## src/rtl/uart_receiver.sv

```systemverilog
// 8N1 UART receiver: 2-flop RxD sync, oversampled mid-bit sampling, byte held with rdrf/fe/oe flags.
// Latency ~9.5 bit periods + 2-3 cycles from start edge to rdrf; no backpressure, an unread byte causes overrun.
module uart_receiver #(
    parameter int CLK_FREQ   = 100_000_000,
    parameter int BAUD       = 9600,
    parameter int OVERSAMPLE = 16
) (
    input  logic       Clk_100M,
    input  logic       clr,
    input  logic       RxD,
    input  logic       rd_ack,
    output logic [7:0] rx_data,
    output logic       rdrf,
    output logic       fe,
    output logic       oe
);
    localparam int DIV    = CLK_FREQ / (BAUD * OVERSAMPLE);
    localparam int DIV_W  = (DIV > 1) ? $clog2(DIV) : 1;
    localparam int TCNT_W = $clog2(OVERSAMPLE);
    localparam logic [DIV_W-1:0]  DIV_LAST  = DIV_W'(DIV - 1);
    localparam logic [TCNT_W-1:0] TICK_LAST = TCNT_W'(OVERSAMPLE - 1);
    localparam logic [TCNT_W-1:0] TICK_HALF = TCNT_W'(OVERSAMPLE / 2 - 1);

    typedef enum logic [2:0] {S_IDLE, S_START, S_DATA, S_STOP, S_BREAK} state_t;

    state_t            state_q;
    logic [1:0]        sync_q;
    logic [DIV_W-1:0]  div_q;
    logic [DIV_W-1:0]  div_d;
    logic [TCNT_W-1:0] tcnt_q;
    logic [2:0]        bit_q;
    logic [7:0]        shift_q;
    logic [7:0]        rx_data_q;
    logic              rdrf_q;
    logic              fe_q;
    logic              oe_q;
    logic              rxs;
    logic              tick;
    logic              sample;

    assign rxs = sync_q[1];

    // START samples half a bit in; DATA and STOP sample a full bit after the previous sample.
    always_comb begin
        tick   = (div_q == DIV_LAST);
        div_d  = tick ? '0 : div_q + DIV_W'(1);
        sample = tick && (tcnt_q == ((state_q == S_START) ? TICK_HALF : TICK_LAST));
    end

    always_ff @(posedge Clk_100M or negedge clr) begin
        if (!clr) begin
            sync_q    <= 2'b11;
            div_q     <= '0;
            state_q   <= S_IDLE;
            tcnt_q    <= '0;
            bit_q     <= '0;
            shift_q   <= '0;
            rx_data_q <= '0;
            rdrf_q    <= 1'b0;
            fe_q      <= 1'b0;
            oe_q      <= 1'b0;
        end else begin
            sync_q <= {sync_q[0], RxD};
            div_q  <= div_d;

            if (rd_ack && rdrf_q) begin
                rdrf_q <= 1'b0;
                fe_q   <= 1'b0;
                oe_q   <= 1'b0;
            end

            case (state_q)
                S_IDLE: begin
                    tcnt_q <= '0;
                    if (!rxs) state_q <= S_START;
                end
                S_START: begin
                    if (sample) begin
                        tcnt_q  <= '0;
                        bit_q   <= '0;
                        state_q <= rxs ? S_IDLE : S_DATA;
                    end else if (tick) begin
                        tcnt_q <= tcnt_q + TCNT_W'(1);
                    end
                end
                S_DATA: begin
                    if (sample) begin
                        tcnt_q  <= '0;
                        shift_q <= {rxs, shift_q[7:1]};
                        if (bit_q == 3'd7) state_q <= S_STOP;
                        else               bit_q   <= bit_q + 3'd1;
                    end else if (tick) begin
                        tcnt_q <= tcnt_q + TCNT_W'(1);
                    end
                end
                S_STOP: begin
                    if (sample) begin
                        tcnt_q <= '0;
                        // An ack landing on the completion cycle frees the register for this byte.
                        if (!rdrf_q || rd_ack) begin
                            rx_data_q <= shift_q;
                            rdrf_q    <= 1'b1;
                            fe_q      <= ~rxs;
                            oe_q      <= 1'b0;
                        end else begin
                            oe_q <= 1'b1;
                        end
                        state_q <= rxs ? S_IDLE : S_BREAK;
                    end else if (tick) begin
                        tcnt_q <= tcnt_q + TCNT_W'(1);
                    end
                end
                S_BREAK: begin
                    tcnt_q <= '0;
                    if (rxs) state_q <= S_IDLE;
                end
                default: state_q <= S_IDLE;
            endcase
        end
    end

    assign rx_data = rx_data_q;
    assign rdrf    = rdrf_q;
    assign fe      = fe_q;
    assign oe      = oe_q;
endmodule

```

## config.mk

```make
export PLATFORM = sky130hd
export DESIGN_NAME = uart_receiver
export DESIGN_NICKNAME = d
export VERILOG_FILES = /design/src/rtl/uart_receiver.sv
export SDC_FILE = /design/constraint.sdc
export NUM_CORES = 1
export LEC_CHECK = 0
export ABC_AREA = 0
export CAP_MARGIN = 20
export CORE_MARGIN = 2
export CORE_UTILIZATION = 40
export DETAILED_ROUTE_END_ITERATION = 12
export PLACE_DENSITY = 0.69
export SETUP_SLACK_MARGIN = 0.3
export SYNTH_ARGS = -nofsm -noshare
export SYNTH_HDL_FRONTEND = slang
export SYNTH_SLANG_ARGS = --single-unit
```

## constraint.sdc

```tcl
create_clock -name Clk_100M -period 4.9 [get_ports Clk_100M]
set_input_delay 0.98 -clock Clk_100M [delete_from_list [all_inputs] [get_ports Clk_100M]]
set_output_delay 0.98 -clock Clk_100M [all_outputs]
set_load 0.005 [all_outputs]
```

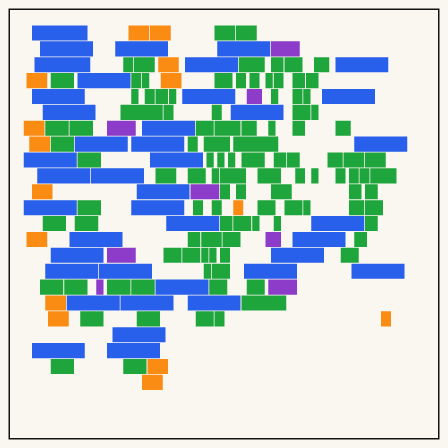
Fig. 1. Placement by cell class (run 1).
| class | color | cells |
|---|---|---|
| clock drivers and dummy loads | purple | 8 |
| registers | blue | 41 |
| remaining buffers and delay cells | orange | 15 |
| remaining logic cells | green | 108 |

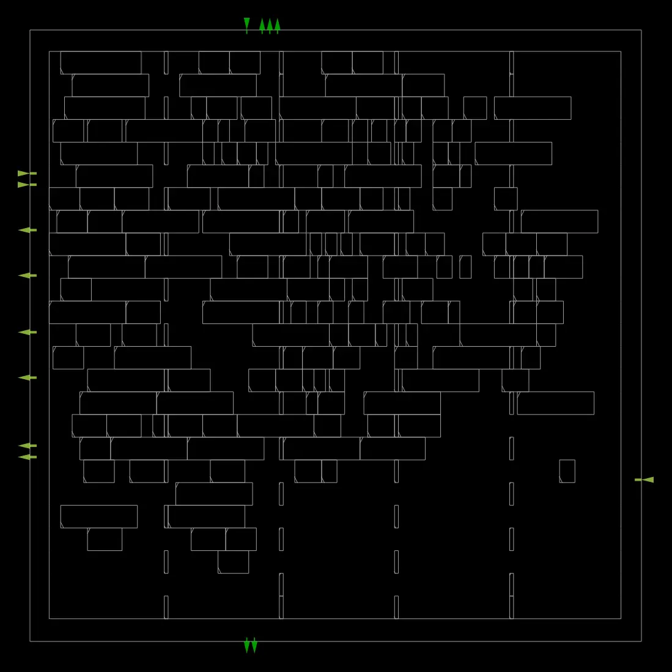
Fig. 2. Placed standard cells (run 1).
flop share of the area: 0.474
# Taps: 54
fill cell count: 429
Seq cells: 41
core area: 4660 um2

==> impl_metrics.tcl, run 1 <==
# implementation run metrics
set metrics [dict create \
    numSynthFlops 41 \
    critPathMaxFanout 8 \
    worstPathArrival_ps 2680 \
    synthToLayoutAreaGrowth_pct 13.0 \
    drive_gt1_frac 0.198 \
    met3_usage 0.0329 \
    setup-tns-final_ps 0 \
    met2_usage 0.255 \
    edf_count 0 \
    grt_usage 0.155 \
    place_congestion 0.759 \
    post-cts-setup-buffer-count 0 \
    grt_pass1_wl_um 6180 \
    pin_count 15 \
    die_y_um 73.3 \
    cp.required_ps 5080 \
    rsz0062_at_grt "no" \
    synthTopCellsByArea "dfrtp_1 51%, mux2_2 8.8%, ha_1 3.3%" \
    setup_violations 0 \
    slew_headroom 0.408 \
    yosys_cells 157 \
    first_iter_violations 59 \
    die_x_um 73.3 \
    htreeDepth 2 \
    antennaDiodeCount 0 \
    floorplan.nets 166 \
    clkPwrFrac 0.383 \
    drt_pre_antenna_iters 4 \
    grt_pass1_vias 1317 \
    ys_warn_count 0 \
    ys_async_sr_fraction 1.00 \
    ir_worst_vdd_v 0.000169 \
    cts_buffer_depth 2 \
    swShare 0.227 \
    leakage_nw 0.963 \
    run_status "complete, no violations" \
    cts_resized 0 \
    hpwl_um 2520 \
    io_buffers 14 \
    timing.final.hold_violations 0 \
    ff_type "dfrtp_1" \
    cp-end-kind "register" \
    power_density_nw_per_um2 266 \
]
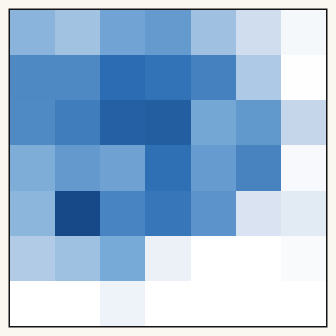
Fig. 3. Local utilization (run 1).
7 x 7 tiles, from white (low) to dark blue (high), 0 to 100% covered.
tiles over 75% full: 8.2%
mean over tiles: 39%
emptiest ninth of the die: bottom right
fullest tile: 90%
nearly empty tiles: 18%
Initial Util: 0.412
Final Util: 0.466

run 1: kinds of logic (layout without fill, tap and decap cells):
group | after synthesis | count (layout) | share of synthesized area
compound gates | 18 | 18 | 0.0619
xor+xnor | 8 | 8 | 0.0365
fa+ha+maj | 5 | 5 | 0.0326
buf+inv | 13 | 28 | 0.0332
flops | 41 | 41 | 0.536
mux | 20 | 20 | 0.115
simple gates | 52 | 52 | 0.186
run 1: worst max-delay path, cell delays in order, from the launching register on:
cell and delay [ps]:
dfrtp_1 440, or4b_1 700, or4_4 660, nor2_8 210, mux2_2 360
run 1: final cells by class:
| class | instances | area (um2) |
|---|---|---|
| Inverter | 5 | 18.8 |
| Sequential cell | 41 | 1030 |
| Timing Repair Buffer | 15 | 140 |
| Clock buffer | 6 | 72.6 |
| Fill cell | 429 | 2490 |
| Clock inverter | 2 | 15.0 |
| Tap cell | 54 | 67.6 |
| Multi-Input combinational cell | 103 | 828 |
run 1: power groups by stage:
stage                     clock network (mW)  logic, mW  registers (mW)
after floorplan                            0    0.00171           0.349
after global placement                     0     0.0137           0.349
after detailed placement                   0     0.0147           0.350
after CTS                              0.228     0.0146           0.343
after global routing                   0.239     0.0160           0.343
final                                  0.221     0.0138           0.343
run 1: stage by stage:
step,hold slack [ps],instances,cell area (um2),setup slack [ps]
after floorplan,345,157,1920,2570
after global placement,349,217,2080,2400
after detailed placement,349,217,2080,2210
after CTS,365,225,2170,2180
after global routing,368,226,2170,2350
final,362,226,2170,2410
run 1: metal layers:
| metal | share of wire | up-vias |
|---|---|---|
| li1 | - | 597 |
| met1 | 0.45 | 621 |
| met2 | 0.50 | 22 |
| met3 | 0.029 | 10 |
| met4 | 0.023 | 0 |
| met5 | 0 | - |
run 1: worst paths after layout:
check	from	end	slack, ps	depth (start not counted)
min reg2reg	sync_q[0]	sync_q[1]	360	0
min	sync_q[0]	sync_q[1]	360	0
min in group asynchronous	clr	tcnt_q[0]	790	1
max in group asynchronous	clr	div_q[5]	3550	1
max reg2reg	div_q[5]	rx_data[5]	2410	4
max	div_q[5]	rx_data[5]	2410	4
run 1: cells in the final DEF (no fill, tap or decap), drive strengths merged, types with 2 or more instances in the layout:
cell type / netlist / routed
mux2i: 4 / 4
inv: 5 / 5
clkdlybuf4s50: 0 / 13
or4b: 2 / 2
buf: 2 / 2
or3b: 2 / 2
xnor2: 6 / 6
mux2: 16 / 16
clkinvlp: 0 / 2
dfstp: 2 / 2
clkbuf: 6 / 6
o21ai: 4 / 4
nor4: 2 / 2
nor3b: 2 / 2
nand2: 4 / 4
xor2: 2 / 2
a21oi: 5 / 5
ha: 5 / 5
and3: 2 / 2
nand3: 9 / 9
nor4b: 2 / 2
a32o: 2 / 2
nand4: 5 / 5
nand2b: 2 / 2
nor3: 2 / 2
dfrtp: 39 / 39
nor2: 11 / 11
run 1: flip-flops by register name, indices dropped and copies added, names as in the netlist:
register  cells
div_q        10
rx_data       8
shift_q       8
tcnt_q        4
bit_q         3
state_q       3
sync_q        2
fe            1
oe            1
rdrf          1
Fig. 4: run 1, register map, names as in the netlist
Scale bar: 20 um. Other sequential cells in the stronger gray, the rest of the logic in the fainter gray.
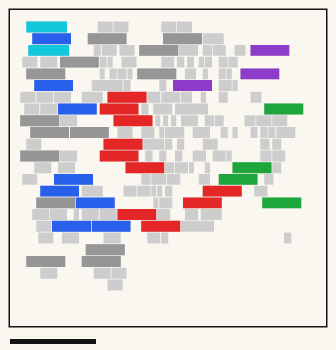

==> inputs of run 2 (changes only) <==
--- a/config.mk
+++ b/config.mk
@@ -10,7 +10,7 @@
 export CORE_MARGIN = 2
 export CORE_UTILIZATION = 40
 export DETAILED_ROUTE_END_ITERATION = 12
-export PLACE_DENSITY = 0.69
+export PLACE_DENSITY = 0.71
 export SETUP_SLACK_MARGIN = 0.3
 export SYNTH_ARGS = -nofsm -noshare
 export SYNTH_HDL_FRONTEND = slang
==> constraint.sdc (replaced) <==
create_clock -name Clk_100M -period 2.2 [get_ports Clk_100M]
set_input_delay 0.44 -clock Clk_100M [delete_from_list [all_inputs] [get_ports Clk_100M]]
set_output_delay 0.44 -clock Clk_100M [all_outputs]
set_load 0.005 [all_outputs]
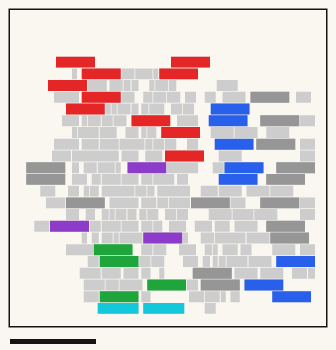
Fig. 5. Register map, names as in the netlist (run 2).
Scale bar: 20 um. Other sequential cells in the stronger gray, the rest of the logic in the fainter gray.
| name in the netlist | color | placed flops |
|---|---|---|
| `tcnt_q` | green | 4 |
| `div_q` | red | 10 |
| `shift_q` | blue | 8 |
| `sync_q` | cyan | 2 |
| `state_q` | purple | 3 |
not colored: 14
Sequential Power: 0.765 mW
Final Util: 0.575
flop share of the area: 0.384
FF+latch area: 1030 um2

==> run 2 against run 1 <==
Global-route usage up 1.3 points; sequential cell count unchanged; cell count is 15% higher; critical path depth increased by 1; hold slack lost 340 ps; sequential share of layout area fell by 9.0 points; first-iteration DRC count is 34% higher; largest power group unchanged; setup slack got worse by 2400 ps; die size unchanged; sequential power rose by 120%; highest routed layer unchanged; combinational power grew to 2.5 times the previous value; synthesized cell count stayed put.
==> impl_metrics.tcl, run 2 <==
# implementation run metrics
set metrics [dict create \
    hold-worst-slack_ps 26.1 \
    power_density_nw_per_um2 538 \
    slew_headroom 0.702 \
    tightest_slew_ps 446 \
    reg2reg_slack_ps 40 \
    ff_type "dfrtp_1" \
    antennaDiodeCount 0 \
    r2r-start "tcnt_q[1]" \
    ys_warn_count 0 \
    layout_top_cell "dfrtp_1" \
    pin_count 15 \
    yosys_cells 157 \
    leakage_nw 1.21 \
    crit_chain "ha_2 > or4bb_1 > or4_4 > nor2_8 > mux2_4" \
    largest_reg_flops 10 \
    initCoreUtil 0.412 \
    synthToLayoutAreaGrowth_pct 39.5 \
    edf_count 0 \
    ff2ff_path_depth 5 \
    worstPathArrival_ps 2350 \
    lay_top_cells "39 x dfrtp_1, 24 x buf_4, 16 x mux2_4, 13 x clkdlybuf4s50_1" \
    fin_cells 259 \
    r2r-end "rx_data[3]" \
    numSynthFlops 41 \
    crit_end "rx_data[3]" \
    ir_worst_vdd_v 0.000425 \
    slowest_delay_ps 580 \
    critPathMaxFanout 8 \
    grt_pass1_vias 1405 \
    io_buffers 14 \
    cp.buffers_inverters 0 \
    cp-startpoint "tcnt_q[1]" \
    die_x_um 73.3 \
    top_area_frac 0.508 \
    cp-end-kind "register" \
    cp.depth 5 \
    htreeDepth 2 \
    place_congestion 0.865 \
    hold_class "primary input to async pin" \
    cp.required_ps 2400 \
    setup-tns-final_ps 0 \
    ys_async_sr_fraction 1.00 \
    cts_tree "yes" \
    cts_buffer_depth 2 \
    drt_pre_antenna_iters 4 \
    regMostFlops "div_q" \
    run_status "complete, no violations" \
    drc 0 \
    rsz0062_at_grt "yes" \
    floorplan.nets 166 \
    path_delay_family "simple AND/OR/NAND/NOR gates" \
    grt_usage 0.168 \
    hpwl_um 2660 \
    netlist_instances 157 \
    first_iter_violations 79 \
    timing.final.hold_violations 0 \
    drive_gt1_frac 0.420 \
]
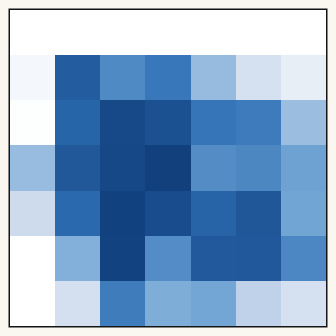
Fig. 6. Local utilization (run 2).
7 x 7 tiles, from white (low) to dark blue (high), 0 to 100% covered.
fullest tile: 94%
tiles over 75% full: 31%
nearly empty tiles: 20%

==> run 2: cell count changes in the layout (fill, tap and decap cells not counted), moves of 2 or more <==
cell	delta
a21oi_1	-3
nand3_2	+2
buf_6	+9
mux2_4	+16
nand3_1	-2
mux2_2	-15
buf_4	+24
a21oi_2	+2
or4b_4	+2
==> run 2: cells by family after synthesis <==
kind of cell / after synthesis / synth area share
and+or+nand+nor: 52 / 0.186
buffers and inverters: 13 / 0.0332
AOI/OAI and AO/OA: 18 / 0.0619
DFF: 41 / 0.536
xor gates and xnor gates: 8 / 0.0365
muxes: 20 / 0.115
adders and majority gates: 5 / 0.0326
==> run 2: timing repair <==
action / in CTS / in global routing
buffers inserted: 10 / 6
gates resized: 10 / 24
hold buffers: 0 / 0
endpoints found under the setup margin: 25 / 26
endpoints found under the hold margin: 0 / 0
pin swaps: 3 / 11
==> run 2: per-stage QoR <==
step	worst slack (ps)	power (mW)	instance area, um2
after global routing	-32.3	1.49	2680
after CTS	43.7	1.46	2510
after global placement	30.1	0.812	2280
after floorplan	-40.7	0.782	2000
after detailed placement	-28.8	0.814	2280
final	44.5	1.44	2680
==> run 2: worst min path at each step <==
stage	startpoint	cells after the start	slack, ps	end
global route	clr	1	50	rx_data[3]
detailed placement	sync_q[0]	0	350	sync_q[1]
floorplan	clr	0	140	bit_q[0]
global placement	sync_q[0]	0	350	sync_q[1]
finish	clr	1	30	shift_q[7]
CTS	clr	1	30	shift_q[6]
==> run 2: power groups by stage <==
stage	sequential [mW]	combinational [mW]	clock (mW)
floorplan	0.778	0.00383	0
global placement	0.778	0.0333	0
detailed placement	0.779	0.0351	0
CTS	0.764	0.0355	0.657
global route	0.765	0.0395	0.689
finish	0.765	0.0350	0.642
==> run 2: area by class of cell <==
type                       instances  area [um2]
inverter                           5        18.8
fill                             350        1980
clock inverter                     2        37.5
clock buffer                       6        82.6
sequential                        41        1030
tap                               54        67.6
multi-input combinational        103        1010
timing repair buffer              48         437
==> run 2: worst register-to-register path, stage by stage, from the launching register on <==
cell	delay [ps]
dfrtp_1	350
ha_2	190
or4bb_1	390
or4_4	580
nor2_8	210
mux2_4	320
==> run 2: per-layer routing <==
| metal | routed length (um) | global-route usage | vias to the layer above |
|---|---|---|---|
| li1 | - | - | 667 |
| met4 | 102 | 0.0970 | 0 |
| met2 | 2140 | 0.270 | 19 |
| met1 | 1780 | 0.205 | 709 |
| met3 | 95 | 0.0412 | 8 |
| met5 | 0 | 0 | - |
==> inputs of run 3 (changes only) <==
--- a/config.mk
+++ b/config.mk
@@ -9,6 +9,7 @@
 export CAP_MARGIN = 20
 export CORE_MARGIN = 2
 export CORE_UTILIZATION = 40
+export CTS_CLUSTER_SIZE = 40
 export DETAILED_ROUTE_END_ITERATION = 12
 export PLACE_DENSITY = 0.71
 export SETUP_SLACK_MARGIN = 0.3
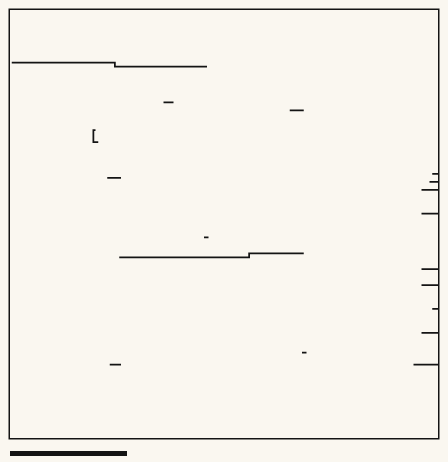
Fig. 7. Met3 routing (run 3).
Scale bar: 20 um.
wire length on this layer: 95.4 um
nets with wire on the layer: 13
longest straight run: 22.1 um

==> run 3 against run 2 <==
Utilization stayed put; largest power group unchanged; sequential cell count stayed put; sequential power hardly changed; critical endpoint unchanged; clock-buffer cell count stayed put; cell count stayed put; total power stayed put; global-route usage stayed put; fmax stayed put; combinational power hardly changed; synthesized cell count stayed put; hold slack stayed put; non-clock buffer count stayed put.
==> impl_metrics.tcl, run 3 <==
# implementation run metrics
set metrics [dict create \
    run_status "complete, no violations" \
    numSynthFlops 41 \
    setup-tns-final_ps 0 \
    ff_type "dfrtp_1" \
    top_area_frac 0.508 \
    hold_class "primary input to async pin" \
    cp-end-kind "register" \
    grt_usage 0.168 \
    cts_hold_buf 0 \
    drive_gt1_frac 0.420 \
    ys_async_sr_fraction 1.00 \
    fin_cells 259 \
    slew_headroom 0.702 \
    critPathMaxFanout 8 \
    drt_pre_antenna_iters 4 \
    drc 0 \
    power_density_nw_per_um2 538 \
    worstPathArrival_ps 2350 \
    cp.required_ps 2400 \
    ir_worst_vdd_v 0.000425 \
    timing.final.hold_violations 0 \
    num-fill-cells 350 \
    cts_tree "yes" \
    largest_reg_flops 10 \
    final_core_util 0.575 \
    lay_top_cells "39 x dfrtp_1, 24 x buf_4, 16 x mux2_4, 13 x clkdlybuf4s50_1" \
    floorplan.nets 166 \
    regMostFlops "div_q" \
    tightest_slew_ps 446 \
    layout_top_cell "dfrtp_1" \
    htreeDepth 2 \
    pin_count 15 \
    edf_count 0 \
    yosys_cells 157 \
    hpwl_um 2660 \
    cts_buffer_depth 2 \
    ys_warn_count 0 \
    netlist_instances 157 \
    initCoreUtil 0.412 \
    place_congestion 0.865 \
    synth_top_cell_by_area "dfrtp_1" \
    grt_pass1_vias 1405 \
    first_iter_violations 79 \
    antenna_found_initial 0 \
    finalPower_mw 1.44 \
]
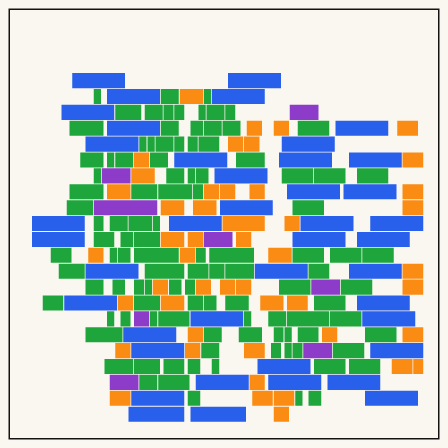
Fig. 8. Placement by cell class (run 3).
row count: 25
Finished Cell Area: 2680 um2

## run 3: cell counts in the layout (fill, tap and decap cells not counted)
No cell type changed its count.
## run 3: final timing paths
| path | from | end | slack, ps | depth (start not counted) |
|---|---|---|---|---|
| setup / recovery | tcnt_q[1] | rx_data[3] | 40 | 5 |
| hold / removal | clr | shift_q[7] | 30 | 1 |
| setup reg to reg | tcnt_q[1] | rx_data[3] | 40 | 5 |
| hold reg to reg | sync_q[0] | sync_q[1] | 360 | 0 |
| max in group asynchronous | clr | sync_q[0] | 1580 | 2 |
| min in group Clk_100M | sync_q[0] | sync_q[1] | 360 | 0 |
## run 3: critical path, stage by stage, from the launching register on
cell	delay [ps]
dfrtp_1	350
ha_2	190
or4bb_1	390
or4_4	580
nor2_8	210
mux2_4	320
## run 3: area by class of cell
cell class | count | area (um2) | share of cell area
repair buffers | 48 | 437 | 0.163
clock buffers | 6 | 82.6 | 0.0308
flip-flops and latches | 41 | 1030 | 0.384
inverters | 5 | 18.8 | 0.00700
clock inverters | 2 | 37.5 | 0.0140
multi-input cells | 103 | 1010 | 0.376
well taps | 54 | 67.6 | 0.0252
## run 3: kinds of logic (layout without fill, tap and decap cells)
kind of cell               count (synthesis)  in the layout  synth area share
and+or+nand+nor                           52             52             0.186
DFF                                       41             41             0.536
muxes                                     20             20             0.115
AOI/OAI and AO/OA                         18             18            0.0619
buffers and inverters                     13             61            0.0332
xor gates and xnor gates                   8              8            0.0365
adders and majority gates                  5              5            0.0326
## run 3: through the flow
stage | area (um2) | hold WS [ps]
3_5_place_dp | 2280 | 347
6_report | 2680 | 26.1
4_1_cts | 2510 | 29.5
3_3_place_gp | 2280 | 346
2_1_floorplan | 2000 | 144
5_1_grt | 2680 | 45.8
## run 3: timing repair
| action | 4_1_cts | 5_1_grt |
|---|---|---|
| pin swaps | 3 | 11 |
| resized | 10 | 24 |
| endpoints found under the setup margin | 25 | 26 |
| gates cloned | 0 | 0 |
| setup buffers | 10 | 6 |
| endpoints found under the hold margin | 0 | 0 |
## run 3: power groups by stage
stage | clock network (mW) | logic (mW) | registers (mW)
finish | 0.642 | 0.0350 | 0.765
global route | 0.689 | 0.0395 | 0.765
CTS | 0.657 | 0.0355 | 0.764
detailed placement | 0 | 0.0351 | 0.779
global placement | 0 | 0.0333 | 0.778
floorplan | 0 | 0.00383 | 0.778
## run 3: per-layer routing
layer | wire, um | vias to the layer above | global-route usage
li1 | - | 667 | -
met1 | 1780 | 709 | 0.205
met2 | 2140 | 19 | 0.270
met3 | 95 | 8 | 0.0412
met4 | 102 | 0 | 0.0970
met5 | 0 | - | 0
Power figures rest on the tool's default switching activity, not on a simulated workload.
